## src/rtl/blackparrot_fpga_host_pkg.sv

```systemverilog
// Shared constants and the register decode for the NBF host AXI-Lite slave.
package blackparrot_fpga_host_pkg;

    localparam logic [3:0] nbf_data_addr_gp  = 4'h0;
    localparam logic [3:0] nbf_free_addr_gp  = 4'h4;
    localparam logic [3:0] nbf_count_addr_gp = 4'h8;

    localparam logic [1:0] axi_resp_okay_gp   = 2'b00;
    localparam logic [1:0] axi_resp_slverr_gp = 2'b10;

    typedef enum logic [1:0] {
        e_reg_data,
        e_reg_free,
        e_reg_count,
        e_reg_none
    } nbf_reg_e;

    // Map the low address nibble onto one of the three registers.
    function automatic nbf_reg_e decode_addr(input logic [3:0] addr);
        unique case (addr)
            nbf_data_addr_gp:  return e_reg_data;
            nbf_free_addr_gp:  return e_reg_free;
            nbf_count_addr_gp: return e_reg_count;
            default:           return e_reg_none;
        endcase
    endfunction

endpackage

```

## src/rtl/bsg_fifo_1r1w_small.sv

```systemverilog
// Small one-read one-write FIFO with a valid/ready input and valid/yumi output.
// Pointers carry one extra wrap bit so full and empty are distinguishable.
module bsg_fifo_1r1w_small #(
    parameter int width_p = 32,
    parameter int els_p   = 16
) (
    input  logic               clk_i,
    input  logic               reset_i,
    input  logic               v_i,
    output logic               ready_o,
    input  logic [width_p-1:0] data_i,
    output logic               v_o,
    output logic [width_p-1:0] data_o,
    input  logic               yumi_i
);

    localparam int ptr_w = $clog2(els_p);

    logic [ptr_w:0]       wptr_q, wptr_d, rptr_q, rptr_d;
    logic [width_p-1:0]   mem_q [els_p];
    logic                 empty, full, push, pop;

    assign empty   = (wptr_q == rptr_q);
    assign full    = (wptr_q[ptr_w] != rptr_q[ptr_w])
                  && (wptr_q[ptr_w-1:0] == rptr_q[ptr_w-1:0]);
    assign ready_o = ~full;
    assign v_o     = ~empty;
    assign data_o  = mem_q[rptr_q[ptr_w-1:0]];
    assign push    = v_i & ~full;
    assign pop     = yumi_i & ~empty;

    // Advance pointers on accepted push and pop.
    always_comb begin
        // NOTE: every always_comb output gets a default first so no path can infer a latch.
        wptr_d = wptr_q;
        rptr_d = rptr_q;
        if (push) wptr_d = wptr_q + (ptr_w+1)'(1);
        if (pop)  rptr_d = rptr_q + (ptr_w+1)'(1);
    end

    // Pointer registers.
    always_ff @(posedge clk_i) begin
        // NOTE: sequential state uses non-blocking assignments so all flops update together.
        if (reset_i) begin
            wptr_q <= '0;
            rptr_q <= '0;
        end else begin
            wptr_q <= wptr_d;
            rptr_q <= rptr_d;
        end
    end

    // Flit storage.
    always_ff @(posedge clk_i) begin
        // NOTE: storage is deliberately not reset; the pointers alone decide which entries are valid.
        if (push) mem_q[wptr_q[ptr_w-1:0]] <= data_i;
    end

endmodule

```

## src/rtl/blackparrot_fpga_host_nbf_axil.sv

```systemverilog
// AXI-Lite slave that accepts NBF flits from the host, buffers them in a FIFO
// and streams them out, exposing free space and a pushed-flit count for throttling.
module blackparrot_fpga_host_nbf_axil
    import blackparrot_fpga_host_pkg::*;
#(
    parameter int S_AXIL_ADDR_WIDTH = 32,
    parameter int S_AXIL_DATA_WIDTH = 32,
    parameter int fifo_els_p        = 16
) (
    input  logic                         clk_i,
    input  logic                         reset_i,
    input  logic [S_AXIL_ADDR_WIDTH-1:0] s_axil_awaddr,
    input  logic                         s_axil_awvalid,
    output logic                         s_axil_awready,
    input  logic [S_AXIL_DATA_WIDTH-1:0] s_axil_wdata,
    input  logic [3:0]                   s_axil_wstrb,
    input  logic                         s_axil_wvalid,
    output logic                         s_axil_wready,
    output logic [1:0]                   s_axil_bresp,
    output logic                         s_axil_bvalid,
    input  logic                         s_axil_bready,
    input  logic [S_AXIL_ADDR_WIDTH-1:0] s_axil_araddr,
    input  logic                         s_axil_arvalid,
    output logic                         s_axil_arready,
    output logic [S_AXIL_DATA_WIDTH-1:0] s_axil_rdata,
    output logic [1:0]                   s_axil_rresp,
    output logic                         s_axil_rvalid,
    input  logic                         s_axil_rready,
    output logic                         nbf_v_o,
    output logic [31:0]                  nbf_data_o,
    input  logic                         nbf_ready_and_i
);

    localparam int occ_w = $clog2(fifo_els_p) + 1;

    logic              aw_held_q, aw_held_d, w_held_q, w_held_d;
    logic [3:0]        aw_addr_q, aw_addr_d, w_strb_q, w_strb_d;
    logic [31:0]       w_data_q, w_data_d;
    logic              bvalid_q, bvalid_d, rvalid_q, rvalid_d;
    logic [1:0]        bresp_q, bresp_d, rresp_q, rresp_d;
    logic [31:0]       rdata_q, rdata_d, count_q, count_d, free_w;
    logic [occ_w-1:0]  occ_q, occ_d;
    logic              fifo_ready, fifo_push, fifo_pop, push_ok, commit;
    logic              unused_addr_bits;

    // Only the low nibble of each address is decoded.
    assign unused_addr_bits = ^{s_axil_awaddr[S_AXIL_ADDR_WIDTH-1:4], s_axil_araddr[S_AXIL_ADDR_WIDTH-1:4]};

    assign s_axil_awready = ~aw_held_q;
    assign s_axil_wready  = ~w_held_q;
    assign s_axil_bvalid  = bvalid_q;
    assign s_axil_bresp   = bresp_q;
    assign s_axil_arready = ~rvalid_q;
    assign s_axil_rvalid  = rvalid_q;
    assign s_axil_rresp   = rresp_q;
    assign s_axil_rdata   = rdata_q;

    assign fifo_pop = nbf_v_o & nbf_ready_and_i;
    assign free_w   = 32'(fifo_els_p) - 32'(occ_q);

    // Write path: independent AW/W capture, then a single commit that may push a flit.
    always_comb begin
        aw_held_d = aw_held_q;
        aw_addr_d = aw_addr_q;
        w_held_d  = w_held_q;
        w_data_d  = w_data_q;
        w_strb_d  = w_strb_q;
        bvalid_d  = bvalid_q;
        bresp_d   = bresp_q;
        push_ok   = (decode_addr(aw_addr_q) == e_reg_data) && (w_strb_q == 4'hF);
        // A good data write waits for FIFO space; anything else commits immediately as an error.
        commit    = aw_held_q & w_held_q & ~bvalid_q & (~push_ok | fifo_ready);
        fifo_push = commit & push_ok;
        if (s_axil_awvalid && !aw_held_q) begin
            aw_held_d = 1'b1;
            aw_addr_d = s_axil_awaddr[3:0];
        end
        if (s_axil_wvalid && !w_held_q) begin
            w_held_d = 1'b1;
            w_data_d = s_axil_wdata;
            w_strb_d = s_axil_wstrb;
        end
        if (bvalid_q && s_axil_bready) bvalid_d = 1'b0;
        if (commit) begin
            aw_held_d = 1'b0;
            w_held_d  = 1'b0;
            bvalid_d  = 1'b1;
            bresp_d   = push_ok ? axi_resp_okay_gp : axi_resp_slverr_gp;
        end
        count_d = fifo_push ? count_q + 32'd1 : count_q;
    end

    // Occupancy tracks the FIFO so free space can be reported without peeking at pointers.
    always_comb begin
        unique case ({fifo_push, fifo_pop})
            2'b10:   occ_d = occ_q + occ_w'(1);
            2'b01:   occ_d = occ_q - occ_w'(1);
            default: occ_d = occ_q;
        endcase
    end

    // Read path: register the addressed value in the AR-accept cycle.
    always_comb begin
        rvalid_d = rvalid_q;
        rdata_d  = rdata_q;
        rresp_d  = rresp_q;
        if (s_axil_arvalid && !rvalid_q) begin
            rvalid_d = 1'b1;
            unique case (decode_addr(s_axil_araddr[3:0]))
                e_reg_free: begin
                    rdata_d = free_w;
                    rresp_d = axi_resp_okay_gp;
                end
                e_reg_count: begin
                    rdata_d = count_q;
                    rresp_d = axi_resp_okay_gp;
                end
                default: begin
                    rdata_d = 32'd0;
                    rresp_d = axi_resp_slverr_gp;
                end
            endcase
        end else if (rvalid_q && s_axil_rready) begin
            rvalid_d = 1'b0;
        end
    end

    // State registers for both channels and the counters.
    always_ff @(posedge clk_i) begin
        if (reset_i) begin
            aw_held_q <= 1'b0;
            aw_addr_q <= '0;
            w_held_q  <= 1'b0;
            w_data_q  <= '0;
            w_strb_q  <= '0;
            bvalid_q  <= 1'b0;
            bresp_q   <= axi_resp_okay_gp;
            rvalid_q  <= 1'b0;
            rdata_q   <= '0;
            rresp_q   <= axi_resp_okay_gp;
            count_q   <= '0;
            occ_q     <= '0;
        end else begin
            aw_held_q <= aw_held_d;
            aw_addr_q <= aw_addr_d;
            w_held_q  <= w_held_d;
            w_data_q  <= w_data_d;
            w_strb_q  <= w_strb_d;
            bvalid_q  <= bvalid_d;
            bresp_q   <= bresp_d;
            rvalid_q  <= rvalid_d;
            rdata_q   <= rdata_d;
            rresp_q   <= rresp_d;
            count_q   <= count_d;
            occ_q     <= occ_d;
        end
    end

    bsg_fifo_1r1w_small #(
        .width_p (32),
        .els_p   (fifo_els_p)
    ) u_flit_fifo (
        .clk_i   (clk_i),
        .reset_i (reset_i),
        .v_i     (fifo_push),
        .ready_o (fifo_ready),
        .data_i  (w_data_q),
        .v_o     (nbf_v_o),
        .data_o  (nbf_data_o),
        .yumi_i  (fifo_pop)
    );

endmodule

```

## config.mk

```make
export PLATFORM = sky130hd
export DESIGN_NAME = blackparrot_fpga_host_nbf_axil
export DESIGN_NICKNAME = d
export VERILOG_FILES = /design/src/rtl/blackparrot_fpga_host_pkg.sv /design/src/rtl/bsg_fifo_1r1w_small.sv /design/src/rtl/blackparrot_fpga_host_nbf_axil.sv
export SDC_FILE = /design/constraint.sdc
export NUM_CORES = 1
export LEC_CHECK = 0
export ABC_AREA = 1
export CORE_UTILIZATION = 40
export DETAILED_ROUTE_END_ITERATION = 6
export PLACE_DENSITY = 0.57
export SLEW_MARGIN = 10
export SYNTH_ARGS = -nofsm -noshare
export SYNTH_HDL_FRONTEND = slang
export SYNTH_SLANG_ARGS = --single-unit
```

## constraint.sdc

```tcl
create_clock -name clk_i -period 4.6 [get_ports clk_i]
set_input_delay 0.46 -clock clk_i [delete_from_list [all_inputs] [get_ports clk_i]]
set_output_delay 0.46 -clock clk_i [all_outputs]
set_load 0.02 [all_outputs]
```

**Congestion heat map**

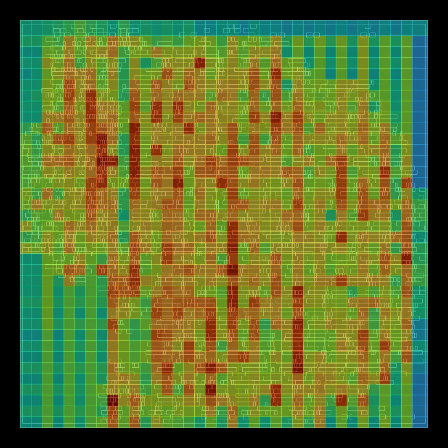
gr usage total: 0.2018
global route hottest layer: met2
global-route met3 utilization: 0.03102
fin util: 0.4772

**A small window of the routed layout**

Region (184, 55) to (204, 75) um. Cells in gray, sequential cells in the stronger gray; small squares are vias.
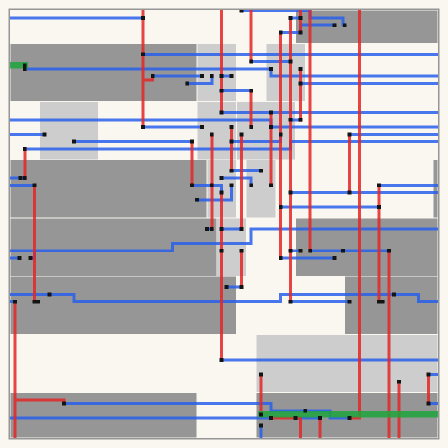
- metal 3: green
- metal 1: blue
- metal 2: red
- most frequent: edfxtp_1 (8), nor2_1 (3), o21ai_0 (2)
- netlist names of flops here include: u_flit_fifo.mem_q (8)
- sequential cells in the window: 8
- cells with their middle in the window: 17

**Signal wires on met4**

(1.5 px per um) Cells faint in the background.
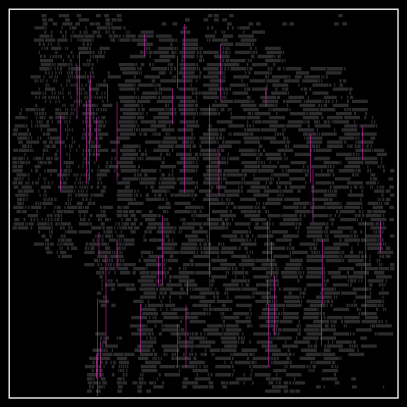
- share of all routed wire: 2.3%
- main direction: vertical
- wire length on this layer: 1510 um
routed vias: 18080
WL final: 67270 um

**Wiring by layer**

(1.5 px per um)
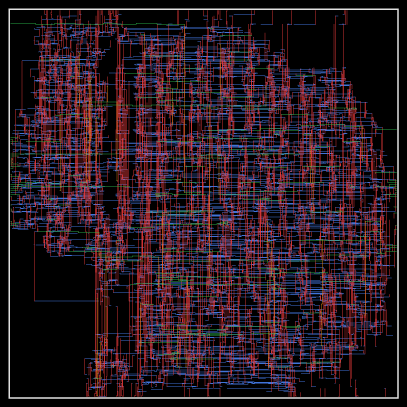
- metal 3: green (wire length 3090 um)
- metal 2: red (wire length 33.4 mm)
- metal 4: orange (wire length 1510 um)
- metal 1: blue (wire length 29.3 mm)
drt wl/cell: 19.68 um

==> flow_summary.toml <==
# physical design summary
[synth]
avgSynthCellArea_um2 = 10.86
topCellsByArea = "edfxtp_1 59%, dfxtp_1 9.8%, nor2_1 7.6%"
ys_area_um2 = 26240
numSynthFlops = 641
yosysUniqueCellTypes = 36
syn_inst = 2415
synth-seq-area-share = 0.6844
syn_area_um2 = 26240
synth-edff-count = 512
ys_cells = 2415

[run_status]
outcome = "complete, no violations"

[global_routing]
antenna_found_initial = 1
first_global_vias = 17740
grt_max_degree = 257

[worst_setup_path]
path_cells = "buf_12 > o21ai_0 > o211ai_1 > nand3_1 > nand2_1 > clkdlybuf4s50_1"
cp_num_buf_inv = 2
crit_arrival_ns = 3.31
reg2reg_depth = 9
endpoint = "nbf_data_o[23]"
cp_num_cells = 6
reg2reg_slack_ns = 1.50
cp.required_ns = 4.14
cpMaxStageDelayCell = "buf_12"
critPathMaxStageDelay_ns = 0.67
path_class = "register to primary output"
end_kind = "primary output"
startpoint_type = "register"
rr_endpoint = "u_flit_fifo.mem_q[5][13]"
r2r_start = "u_flit_fifo.wptr_q[3]"
path_delay_family = "buffers and inverters"

[clocking]
clk_latency_ns = 0.61
cts_tree = "done"
cts_buffers = 69
cts_max_level = 3
path_clk_slew_ns = 0.06
post_cts_buffers = 0
clock-root-buffer = "clkbuf_16"
cts_hold_buf = 0

[layout]
clockBufferCount = 99
diodes = 1
inverters = 65
logic_area_um2 = 7512
seq_share = 0.5831
sh_comb_area = 0.2438
nets = 2629
fillers = 5801
area_growth_pct = 17.45
n_all_buffers = 168
seqCellArea_um2 = 17970
comb_cells = 1562
dominant-cell-class = "registers"
finalInstanceArea_um2 = 30820

[final_timing]
tns_ns = 0
tightest_slew_ns = 1.079
rsz0062_at_grt = "false"
fin_ws_ns = 0.8325
finalMaxSlewViolations = 0
layout_worst_path_cycle_share = 0.8190

[power_and_ir_drop]
p_comb_frac = 0.087
seq-power_w = 0.00649
powerClk_w = 0.00572
swShare = 0.2359
p_int_w = 0.01022
power_frac_clock = 0.427

[detailed_routing]
first_pass_iters = 5
ant_nets = 0
viasPerCell = 5.288

[job]
warnings = 88
cap_violations = 0

[placed_design]
place_area_um2 = 28450
place_ws_ns = 1.483
place.detailed.hpwl_um = 37280
gp_congestion = 0.8792

[floorplan]
coreArea_um2 = 64580
die-width_um = 258.1
ioPinCount = 182
die-area_um2 = 66630
rows = 93
taps = 855

[min_path]
min_path_type = "register to register"
synth_stat cells (11+ instances only):
cell type,n
nor2_1,530
edfxtp_1,512
o21ai_0,337
nand2_1,318
dfxtp_1,129
o211ai_1,128
clkbuf_1,89
a21oi_1,80
nand3_1,71
inv_1,56
buf_2,35
xor2_1,20
nand4_1,15
buf_1,13
ha_1,13
nand2_2,11
sequential cells by signal, indices dropped and copies added, names as in the netlist, named ones only:
signal              cells
aw_held_q               1
u_flit_fifo.wptr_q      5
u_flit_fifo.mem_q     512
w_strb_q                4
w_data_q               32
count_q                32
w_held_q                1
aw_addr_q               4
s_axil_rresp            1
occ_q                   5
s_axil_rvalid           1
u_flit_fifo.rptr_q      5
s_axil_rdata           32
s_axil_bresp            1
s_axil_bvalid           1
metrics by stage:
stage	instances	hold WS, ns
finish	3419	0.4451
global route	3419	0.4702
CTS	3418	0.4502
detailed placement	3291	0.4408
global placement	3291	0.4383
floorplan	2416	0.4484
worst min-delay path, cell delays in order (launching register included):
cell,delay [ns]
dfxtp_1,0.31
inv_1,0.04
a21oi_1,0.05
cell families (layout without fill, tap and decap cells):
logic type	after synthesis	in the layout	synth area share
other cells	1	3	0.0001429
mux	1	1	0.0003815
flops	641	641	0.6844
compound gates	566	566	0.1219
simple gates	956	956	0.1442
fa+ha+maj	14	14	0.006962
buf+inv	213	360	0.03443
xor+xnor	23	23	0.007678
how the worst min path moves through the flow:
stage	from	to	slack [ns]	depth (start not counted)
2_1_floorplan	aw_addr_q[0]	aw_addr_q[0]	0.45	2
3_3_place_gp	s_axil_bresp[1]	s_axil_bresp[1]	0.44	2
3_5_place_dp	s_axil_bresp[1]	s_axil_bresp[1]	0.44	2
4_1_cts	reset_i	w_data_q[27]	0.45	4
5_1_grt	s_axil_bresp[1]	s_axil_bresp[1]	0.47	2
6_report	s_axil_bresp[1]	s_axil_bresp[1]	0.45	2
metal layers:
layer | global-route usage | vias up | share of wire
li1 | - | 8656 | -
met4 | 0.05950 | 0 | 0.023
met5 | 0 | - | 0
met2 | 0.3469 | 432 | 0.50
met3 | 0.03102 | 100 | 0.046
met1 | 0.2631 | 8892 | 0.44
layout by cell type (no fill, tap or decap), types with 5 or more instances in the layout:
| cell | Yosys | routed |
|---|---|---|
| o21ai_1 | 7 | 7 |
| ha_1 | 13 | 13 |
| clkbuf_8 | 0 | 10 |
| buf_4 | 7 | 38 |
| bufinv_16 | 0 | 6 |
| nand2_2 | 11 | 12 |
| a21oi_2 | 10 | 10 |
| clkbuf_1 | 89 | 15 |
| inv_2 | 7 | 7 |
| edfxtp_1 | 512 | 512 |
| clkbuf_16 | 0 | 74 |
| dfxtp_1 | 129 | 125 |
| clkinv_2 | 0 | 13 |
| inv_1 | 56 | 55 |
| clkdlybuf4s50_1 | 0 | 122 |
| nor2_1 | 530 | 513 |
| o21ai_0 | 337 | 337 |
| buf_12 | 0 | 7 |
| xor2_1 | 20 | 20 |
| nand4_1 | 15 | 15 |
| nand3_1 | 71 | 71 |
| nor2_4 | 1 | 17 |
| clkinv_1 | 2 | 5 |
| a21oi_1 | 80 | 80 |
| nand2_1 | 318 | 317 |
| o211ai_1 | 128 | 128 |
